<file path="src/rtl/sp_ctrl_pkg.sv">
// Shared definitions for the single-precision issue controller.
// Latency: n/a (types, constants and pure helper functions only).
// Backpressure: n/a.
//
// Contents: op-class enum, pipeline latencies, slot count, register
// address width, the reservation slot struct, and small helpers that map
// an op class to its writeback latency and to whether it reserves a slot.
package sp_ctrl_pkg;

    localparam int unsigned FP_LAT    = 6;
    localparam int unsigned INT_LAT   = 7;
    localparam int unsigned NUM_SLOTS = 7;
    localparam int unsigned REG_AW    = 7;
    localparam int unsigned CNT_W     = 3;

    typedef enum logic [1:0] {
        CLS_NOP = 2'd0,
        CLS_FP  = 2'd1,
        CLS_INT = 2'd2,
        CLS_RSV = 2'd3
    } op_class_e;

    // Register addresses are numbered with bit 0 as the MSB.
    typedef logic [0:REG_AW-1] reg_addr_t;

    typedef struct packed {
        logic      valid;
        reg_addr_t rt_addr;
        op_class_e cls;
    } slot_t;

    // Writeback latency in cycles; only meaningful for FP and INT.
    function automatic logic [2:0] class_lat(input op_class_e c);
        return (c == CLS_INT) ? 3'(INT_LAT) : 3'(FP_LAT);
    endfunction

    // Only register-writing FP/INT ops occupy a writeback slot. Everything
    // else (NOP, the reserved encoding, non-writing ops) flows straight
    // through without any hazard checking.
    function automatic logic class_reserves(input op_class_e c, input logic reg_write);
        return reg_write && ((c == CLS_FP) || (c == CLS_INT));
    endfunction

endpackage

</file>
<file path="src/rtl/sp_hazard_cmp.sv">
// Compares one reservation slot against an incoming instruction.
// Latency: purely combinational.
// Backpressure: none; the hits feed the stall decision in the parent.
//
// Ports:
//   slot                  reservation slot S<SLOT_IDX> contents
//   ra/rb/rc_addr         source register addresses of the offered op
//   src_use               source enable mask, bit0=ra, bit1=rb, bit2=rc
//   rt_addr               destination of the offered op
//   lat                   writeback latency of the offered op
//   raw_hit               an enabled source reads this slot's pending rt
//   waw_hit               same rt, and this slot retires no earlier than
//                         the new op would (k >= lat)
module sp_hazard_cmp
    import sp_ctrl_pkg::*;
#(
    parameter int unsigned SLOT_IDX = 1
) (
    input  slot_t        slot,
    input  reg_addr_t    ra_addr,
    input  reg_addr_t    rb_addr,
    input  reg_addr_t    rc_addr,
    input  logic [2:0]   src_use,
    input  reg_addr_t    rt_addr,
    input  logic [2:0]   lat,
    output logic         raw_hit,
    output logic         waw_hit
);

    logic ra_hit;
    logic rb_hit;
    logic rc_hit;

    assign ra_hit = src_use[0] && (ra_addr == slot.rt_addr);
    assign rb_hit = src_use[1] && (rb_addr == slot.rt_addr);
    assign rc_hit = src_use[2] && (rc_addr == slot.rt_addr);

    // S1 is included: there is no forwarding, so a value retiring this
    // cycle is not yet readable by an op issuing this cycle.
    assign raw_hit = slot.valid && (ra_hit || rb_hit || rc_hit);

    // A younger writer must not retire before or together with an older
    // writer of the same register.
    assign waw_hit = slot.valid
                  && (rt_addr == slot.rt_addr)
                  && (3'(SLOT_IDX) >= lat);

endmodule

</file>
<file path="src/rtl/sp_issue_ctrl.sv">
// Issue/hazard controller for the single-precision unit: 7-deep writeback reservation shift register.
// Latency: in_ready/issue_fire combinational; FP writes back 6 cycles after accept, INT 7.
// Backpressure: in_ready drops on RAW/WAW/structural hazard, flush or reset; requester holds the op.
//
// Ports:
//   clk, reset            sole clock; synchronous active-high reset
//   flush                 drop every reservation at the next edge
//   in_valid/in_class     offered op and its class (0 NOP, 1 FP, 2 INT, 3 NOP)
//   in_rt/ra/rb/rc_addr   destination and source registers (bit 0 MSB)
//   in_src_use            source enables, bit0=ra, bit1=rb, bit2=rc
//   in_reg_write          op writes the register file
//   in_ready, issue_fire  accept permission and actual accept
//   wb_valid/rt/class     registered writeback announcement from slot S1
//   inflight_cnt          registered number of valid slots
module sp_issue_ctrl
    import sp_ctrl_pkg::*;
(
    input  logic                clk,
    input  logic                reset,
    input  logic                flush,
    input  logic                in_valid,
    input  logic [1:0]          in_class,
    input  logic [0:REG_AW-1]   in_rt_addr,
    input  logic [0:REG_AW-1]   in_ra_addr,
    input  logic [0:REG_AW-1]   in_rb_addr,
    input  logic [0:REG_AW-1]   in_rc_addr,
    input  logic [2:0]          in_src_use,
    input  logic                in_reg_write,
    output logic                in_ready,
    output logic                issue_fire,
    output logic                wb_valid,
    output logic [0:REG_AW-1]   wb_rt_addr,
    output logic [1:0]          wb_class,
    output logic [CNT_W-1:0]    inflight_cnt
);

    // Sk holds the op that writes back k cycles from now; S1 is this cycle.
    slot_t              slot_q [1:NUM_SLOTS];
    slot_t              slot_d [1:NUM_SLOTS];

    op_class_e          cls;
    logic               reserves;
    logic [2:0]         lat;
    logic [NUM_SLOTS:1] raw_vec;
    logic [NUM_SLOTS:1] waw_vec;
    logic               struct_hz;
    logic               hazard;
    slot_t              new_slot;
    logic [CNT_W-1:0]   cnt_d;

    assign cls      = op_class_e'(in_class);
    assign reserves = class_reserves(cls, in_reg_write);
    assign lat      = class_lat(cls);

    // ------------------------------------------------------------------
    // Per-slot hazard comparison
    // ------------------------------------------------------------------
    for (genvar k = 1; k <= NUM_SLOTS; k++) begin : g_cmp
        sp_hazard_cmp #(
            .SLOT_IDX (k)
        ) u_cmp (
            .slot     (slot_q[k]),
            .ra_addr  (in_ra_addr),
            .rb_addr  (in_rb_addr),
            .rc_addr  (in_rc_addr),
            .src_use  (in_src_use),
            .rt_addr  (in_rt_addr),
            .lat      (lat),
            .raw_hit  (raw_vec[k]),
            .waw_hit  (waw_vec[k])
        );
    end

    // An FP op lands in S6 at the edge, which is exactly where the current
    // S7 shifts to; INT lands in S7, which is always vacated by the shift.
    assign struct_hz = (cls == CLS_FP) && slot_q[NUM_SLOTS].valid;

    // Non-reserving ops never stall on hazards; only flush/reset block them.
    assign hazard     = reserves && (struct_hz || (|raw_vec) || (|waw_vec));
    assign in_ready   = !reset && !flush && !hazard;
    assign issue_fire = in_valid && in_ready;

    // ------------------------------------------------------------------
    // Next slot state: shift toward S1, then insert the accepted op
    // ------------------------------------------------------------------
    always_comb begin
        new_slot         = '0;
        new_slot.valid   = 1'b1;
        new_slot.rt_addr = in_rt_addr;
        new_slot.cls     = cls;

        for (int k = 1; k < NUM_SLOTS; k++) begin
            slot_d[k] = slot_q[k+1];
        end
        slot_d[NUM_SLOTS] = '0;

        if (issue_fire && reserves) begin
            if (cls == CLS_INT) begin
                slot_d[INT_LAT] = new_slot;
            end else begin
                slot_d[FP_LAT] = new_slot;
            end
        end

        // Population after the edge, so a simultaneous retire and insert
        // are both reflected.
        cnt_d = '0;
        for (int k = 1; k <= NUM_SLOTS; k++) begin
            cnt_d = cnt_d + {{(CNT_W-1){1'b0}}, slot_d[k].valid};
        end
    end

    // ------------------------------------------------------------------
    // State registers
    // ------------------------------------------------------------------
    // Flush clears the whole slot, not just the valid bit, so the
    // writeback fields read as zero whenever nothing is in flight.
    always_ff @(posedge clk) begin
        if (reset || flush) begin
            for (int k = 1; k <= NUM_SLOTS; k++) begin
                slot_q[k] <= '0;
            end
            inflight_cnt <= '0;
        end else begin
            for (int k = 1; k <= NUM_SLOTS; k++) begin
                slot_q[k] <= slot_d[k];
            end
            inflight_cnt <= cnt_d;
        end
    end

    assign wb_valid   = slot_q[1].valid;
    assign wb_rt_addr = slot_q[1].rt_addr;
    assign wb_class   = slot_q[1].cls;

endmodule

</file>
<file path="config.mk">
export PLATFORM = sky130hd
export DESIGN_NAME = sp_issue_ctrl
export DESIGN_NICKNAME = d
export VERILOG_FILES = /design/src/rtl/sp_ctrl_pkg.sv /design/src/rtl/sp_hazard_cmp.sv /design/src/rtl/sp_issue_ctrl.sv
export SDC_FILE = /design/constraint.sdc
export NUM_CORES = 1
export LEC_CHECK = 0
export ABC_AREA = 1
export CAP_MARGIN = 20
export CORE_ASPECT_RATIO = 1.5
export CORE_MARGIN = 2
export CORE_UTILIZATION = 48
export CTS_CLUSTER_SIZE = 40
export DETAILED_ROUTE_END_ITERATION = 12
export PLACE_DENSITY = 0.7
export SLEW_MARGIN = 20
export SYNTH_ARGS = -nofsm -noshare
export SYNTH_HDL_FRONTEND = slang
export SYNTH_SLANG_ARGS = --single-unit
</file>
<file path="constraint.sdc">
create_clock -name clk -period 7.99 [get_ports clk]
set_input_delay 1.1985 -clock clk [delete_from_list [all_inputs] [get_ports clk]]
set_output_delay 1.1985 -clock clk [all_outputs]
set_load 0.02 [all_outputs]
</file>
### Wiring heat map

Scale: 3 px per um. 18 x 26 tiles, from white (low) to dark blue (high), scaled to the fullest tile. Values are wire area over tile area, all layers added.
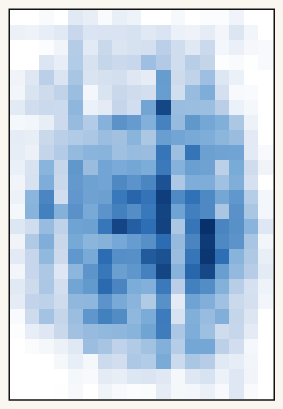
densest ninth of the die: centre
tiles over half the peak: 23%
fullest tile: 0.83
nearly empty tiles: 9.6%
Routed WL: 17,300 um
Tot GR Track Use: 31.8%
routed via count: 5,488

==> flow_metrics.tcl <==
# implementation run metrics
set metrics [dict create \
    outcome "finished, final reports clean" \
    fmax_ghz 0.186 \
    dp_hpwl_um 13200 \
    flop_cell "dfxtp_1" \
    syn_area_um2 5060 \
    crit_type "primary input to primary output" \
    cts_tree "built" \
    overflow 0 \
    drv_cap 0 \
    first_global_vias 5160 \
    top_layer "met4" \
    rsz0062_at_grt "false" \
    buffer_area_share_pct 8.89 \
    worstSetupStartpoint "in_class[0]" \
    antenna_found_initial 0 \
    top_cells_by_area "dfxtp_1 29%, nand2_1 28%, nor2_1 10%, inv_1 7.6%, xnor2_1 5.4%" \
    cts_buffers 9 \
    irDropWorstVdd_v 0.000104 \
    dp_cells 1049 \
    portBuffers 52 \
    synth_cell_type_count 30 \
    cp.depth 15 \
    worstMarginPinSlew_ps 1050 \
    path_cells "clkdlybuf4s50_1 -> inv_1 -> ha_1 -> nor2_1 -> nand4_1 -> nor3_1 -> nand2_1 -> nand2_1 -> a21oi_1 -> nand2_1 -> nor2_4 -> inv_1 -> a21oi_1 -> and2_1 -> clkdlybuf4s50_1" \
    clkPwrFrac_pct 45.8 \
    powerDensity_nw_per_um2 156 \
    cts_setup_buffers 0 \
    ctsResizeCount 0 \
    critical_path_buf_inv_count 4 \
    cts.sinks 73 \
    p_total_uw 912 \
    cp-endpoint "issue_fire" \
    cts_root_buffer "clkbuf_16" \
    num-nonclk-inverters 139 \
    nClkBuffers 9 \
    use_met3_pct 5.06 \
    diodes 0 \
    ff2ff_path_depth 21 \
    met2_usage_pct 53.7 \
    hold_viol_final 0 \
    ys_sh_mux_pct 0 \
    taps 141 \
    vias_per_cell 5.15 \
    ys_area_um2 5060 \
    worst_slack_ps 2600 \
    pwr-share-comb_pct 14.1 \
    critPathLaunchType "primary input" \
    seq_share_pct 25.0 \
    ctsHtreeMaxLevel 3 \
    largest_cell_class "logic gates" \
    final_layout_size_suffix_gt1_share_pct 6.39 \
    n_all_buffers 52 \
    switching_share_pct 28.1 \
    aoi_share_pct 4.80 \
    dpl_cell_area_um2 5550 \
    period_needed_ps 5390 \
    largest_register_ffs 70 \
    logic_area_um2 2860 \
    firstDrtPassIters 6 \
    synthTopLogicFamily "simple AND/OR/NAND/NOR gates" \
    critPathMostFrequentCell "nand2_1" \
    clockBufferDepth 2 \
    p_clk_uw 418 \
    final_cell_mix "375 x nand2_1, 139 x nor2_1, 103 x inv_1" \
    pg_seq_uw 366 \
    p_int_uw 655 \
    grt_pass1_wl_um 26800 \
    hold_path_startpoint "slot_q[0][31]$_SDFF_PP0_" \
    power_frac_seq_pct 40.1 \
    cp-end-kind "primary output" \
    syn2layout_area_growth_pct 15.7 \
    ys_cells 888 \
    clock_skew_ps 6.74 \
    critical-path-max-stage-delay_ps 600 \
    seq_area_um2 1460 \
    drt_iter0_drc 423 \
    io_pins 53 \
    async_flop_share_pct 0 \
    warning_count 27 \
    registers.top_by_ff_count "slot_q" \
    ant_nets 0 \
    synth_top_cell_by_area "dfxtp_1" \
    layout.nets 963 \
]
### Selected gate families

Scale: 4 px per um.
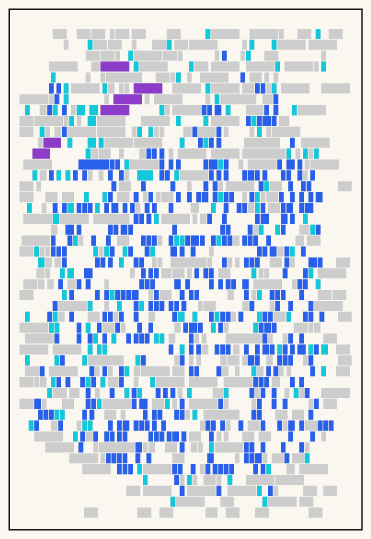
[purple] fa/ha/maj cells | cells: 6
[cyan] nor cells | cells: 150 | where: all over the die
[blue] nand cells | cells: 411
combinational fraction of the cell area: 48.8%
most frequent logic cell in the layout: nand2_1
Final Instance Count excl. Fillers: 1,065

No activity file was given, so power comes from the tool's default toggle rates.
